[src/rtl/comp_seq.sv]
// Sequential magnitude comparator: walks the operands MSB-first, DIGIT bits per clock, and stops at the first unequal slice.
// Optional feature macro SIGNED_CMP_EN adds the signed_mode input for two's-complement comparison.
module comp_seq #(
    parameter int WIDTH = 16,
    parameter int DIGIT = 4
) (
    input  logic             clk,
    input  logic             rst,
    input  logic             start,
    input  logic [WIDTH-1:0] a_in,
    input  logic [WIDTH-1:0] b_in,
`ifdef SIGNED_CMP_EN
    input  logic             signed_mode,
`endif
    output logic             busy,
    output logic             done,
    output logic             less,
    output logic             greater,
    output logic             eq
);

    localparam int N  = WIDTH / DIGIT;
    localparam int CW = (N > 1) ? $clog2(N) : 1;

    typedef enum logic {
        IDLE,
        CMP
    } state_t;

    state_t           r_state;
    state_t           w_next;
    logic [WIDTH-1:0] r_a;
    logic [WIDTH-1:0] r_b;
    logic [CW-1:0]    r_cnt;
    logic             r_done;
    logic             r_less;
    logic             r_greater;
    logic             r_eq;
    logic             w_signed;
    logic [DIGIT-1:0] w_sa;
    logic [DIGIT-1:0] w_sb;
    logic             w_neq;
    logic             w_lt;
    logic             w_last;

`ifdef SIGNED_CMP_EN
    logic r_signed;
    assign w_signed = r_signed;
`else
    assign w_signed = 1'b0;
`endif

    // Flipping both sign bits on the leading slice turns a signed compare into an unsigned one.
    always_comb begin
        w_sa = r_a[WIDTH-1 -: DIGIT];
        w_sb = r_b[WIDTH-1 -: DIGIT];
        if (w_signed && (r_cnt == '0)) begin
            w_sa[DIGIT-1] = ~w_sa[DIGIT-1];
            w_sb[DIGIT-1] = ~w_sb[DIGIT-1];
        end
        w_neq  = (w_sa != w_sb);
        w_lt   = (w_sa < w_sb);
        w_last = (r_cnt == CW'(N - 1));
    end

    always_ff @(posedge clk or posedge rst) begin
        if (rst) begin
            r_state <= IDLE;
        end else begin
            r_state <= w_next;
        end
    end

    always_comb begin
        w_next = r_state;
        case (r_state)
            IDLE: if (start) w_next = CMP;
            CMP:  if (w_neq || w_last) w_next = IDLE;
            default: w_next = IDLE;
        endcase
    end

    always_ff @(posedge clk or posedge rst) begin
        if (rst) begin
            r_a       <= '0;
            r_b       <= '0;
            r_cnt     <= '0;
            r_done    <= 1'b0;
            r_less    <= 1'b0;
            r_greater <= 1'b0;
            r_eq      <= 1'b0;
`ifdef SIGNED_CMP_EN
            r_signed  <= 1'b0;
`endif
        end else begin
            r_done <= 1'b0;
            case (r_state)
                IDLE: begin
                    if (start) begin
                        r_a      <= a_in;
                        r_b      <= b_in;
                        r_cnt    <= '0;
`ifdef SIGNED_CMP_EN
                        r_signed <= signed_mode;
`endif
                    end
                end
                CMP: begin
                    r_a   <= r_a << DIGIT;
                    r_b   <= r_b << DIGIT;
                    r_cnt <= r_cnt + 1'b1;
                    // Result flags only move when a comparison completes, so they hold between done pulses.
                    if (w_neq) begin
                        r_less    <= w_lt;
                        r_greater <= ~w_lt;
                        r_eq      <= 1'b0;
                        r_done    <= 1'b1;
                    end else if (w_last) begin
                        r_less    <= 1'b0;
                        r_greater <= 1'b0;
                        r_eq      <= 1'b1;
                        r_done    <= 1'b1;
                    end
                end
                default: r_done <= 1'b0;
            endcase
        end
    end

    assign busy    = (r_state == CMP);
    assign done    = r_done;
    assign less    = r_less;
    assign greater = r_greater;
    assign eq      = r_eq;

endmodule

[config.mk]
export PLATFORM = sky130hd
export DESIGN_NAME = comp_seq
export DESIGN_NICKNAME = d
export VERILOG_FILES = /design/src/rtl/comp_seq.sv
export SDC_FILE = /design/constraint.sdc
export NUM_CORES = 1
export LEC_CHECK = 0
export ABC_AREA = 1
export CAP_MARGIN = 20
export CORE_AREA = 2 2 62 64
export CTS_BUF_LIST = sky130_fd_sc_hd__clkbuf_8
export DETAILED_ROUTE_END_ITERATION = 12
export DIE_AREA = 0 0 64 66
export DONT_BUFFER_PORTS = 1
export HOLD_SLACK_MARGIN = 0.15
export PLACE_DENSITY_LB_ADDON = 0.12
export SYNTH_ARGS = -nofsm -noshare
export SYNTH_HDL_FRONTEND = slang
export SYNTH_SLANG_ARGS = --single-unit
[constraint.sdc]
create_clock -name clk -period 2.2 [get_ports clk]
set_clock_uncertainty 0.15 [all_clocks]
set_input_delay 0.33 -clock clk [delete_from_list [all_inputs] [get_ports clk]]
set_output_delay 0.33 -clock clk [all_outputs]
set_load 0.01 [all_outputs]
Fig. 1: where the registers sit
(4 px per um) Other sequential cells in the stronger grey, the rest of the logic in the fainter grey.
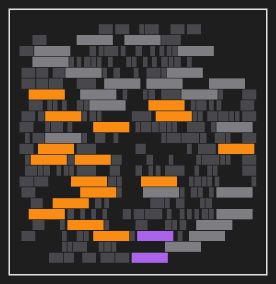
- r_cnt: purple (flops 2)
- r_a: orange (flops 16)
- not coloured: 21

Fig. 2: signal wires by layer
(6 px per um)
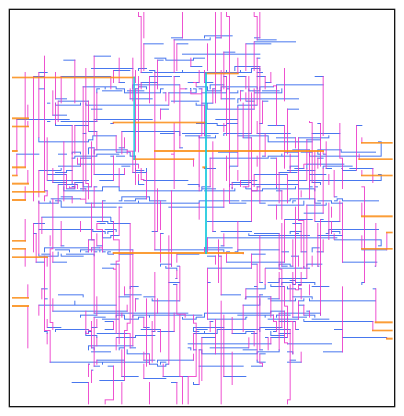
- metal 2: magenta (wire length 1,710 um)
- metal 4: cyan (wire length 43.5 um)
- metal 3: orange (wire length 167 um)
- metal 1: blue (wire length 1,550 um)

Fig. 3: I/O pins on the die edge
(4 px per um) Pins as bars across the die edge, other pins in grey.
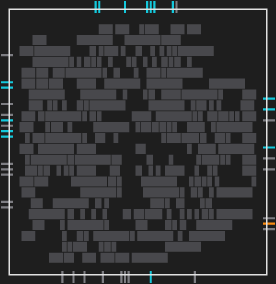
- b_in: cyan (pins 16; direction input; edge 7 top, 5 left, 3 right, 1 bottom)
- greater: orange (pins 1; direction output; edge right)
- all pins by edge: 14 left, 9 right, 9 bottom, 8 top
count of input and output buffers: 0
Die W: 64 um
die span in y: 66 um

==> impl_metrics.ini <==
; synthesis and place-and-route metrics
[finish]
sequential_cell_area_um2 = 975.9

[outcome]
status = completed

[die]
die_area_um2 = 4224
init_core_util_pct = 47.89

[route]
final_antenna_net_count = 0
route.vias.total = 1380
detail_route.first_pass.iterations = 4

[yosys]
yosys.cell_count.top_type = sky130_fd_sc_hd__nand2_1
avgSynthCellArea_um2 = 8.949
simple_gate_share_pct = 26.20
enable_flop_cells = 0
synthTopLogicFamily = simple AND/OR/NAND/NOR gates
top_area_cell = sky130_fd_sc_hd__dfrtp_1
async_reset_ff_share_pct = 100.0

[clock_network]
clk_buf_depth = 2

[power]
power.static_leakage_nw = 1.082

[worst_setup_path]
timing.critical_path.to_type = register
path_buffers = 1

[timing]
timing_max_transition_violations_final = 0
fmaxAchievable_mhz = 606.8
Fig. 4: wires at chosen ports, followed through buffers
(6 px per um)
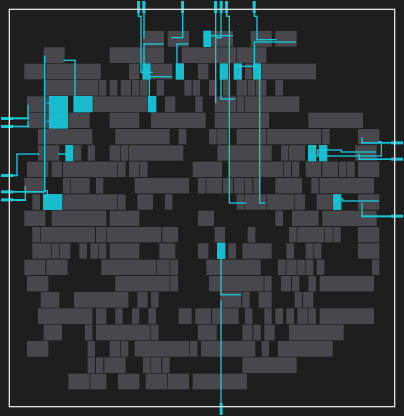
- b_in: cyan (bits 16; direction input; edge 7 top, 5 left, 3 right, 1 bottom; end cells 16; buffers 16; wire 304 um)

Fig. 5: routing congestion map
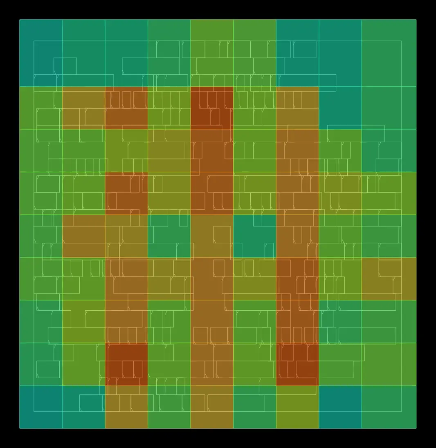
DR WL/cell: 12.51 um
met1 Usage GRT: 21.81%
utilization after layout: 61.87%

## registers in the layout, indices dropped and copies added (netlist names)
| signal | cells |
|---|---|
| less | 1 |
| eq | 1 |
| r_a | 16 |
| done | 1 |
| r_b | 16 |
| r_cnt | 2 |
| greater | 1 |
| busy | 1 |
## report_power, final
group	leakage (nW)	internal, mW	switching (mW)
logic	0.530	0.376	0.505
registers	0.496	1.02	0.205
clock network	0.0557	0.281	0.229
total	1.08	1.67	0.939
## area by class of cell
class	count	share of cell area, %
clock inverter	1	0.1708
clock buffer	7	4.385
tap	48	2.733
multi-input combinational	131	28.99
sequential	39	44.42
timing repair buffer	40	17.43
inverter	11	1.879
## layer usage
metal	global-route usage [%]	wire length [um]
met1	21.81	1550
met2	32.81	1705
met3	5.281	166
met4	5.707	43
met5	0	0
Power and IR drop assume default switching activity.
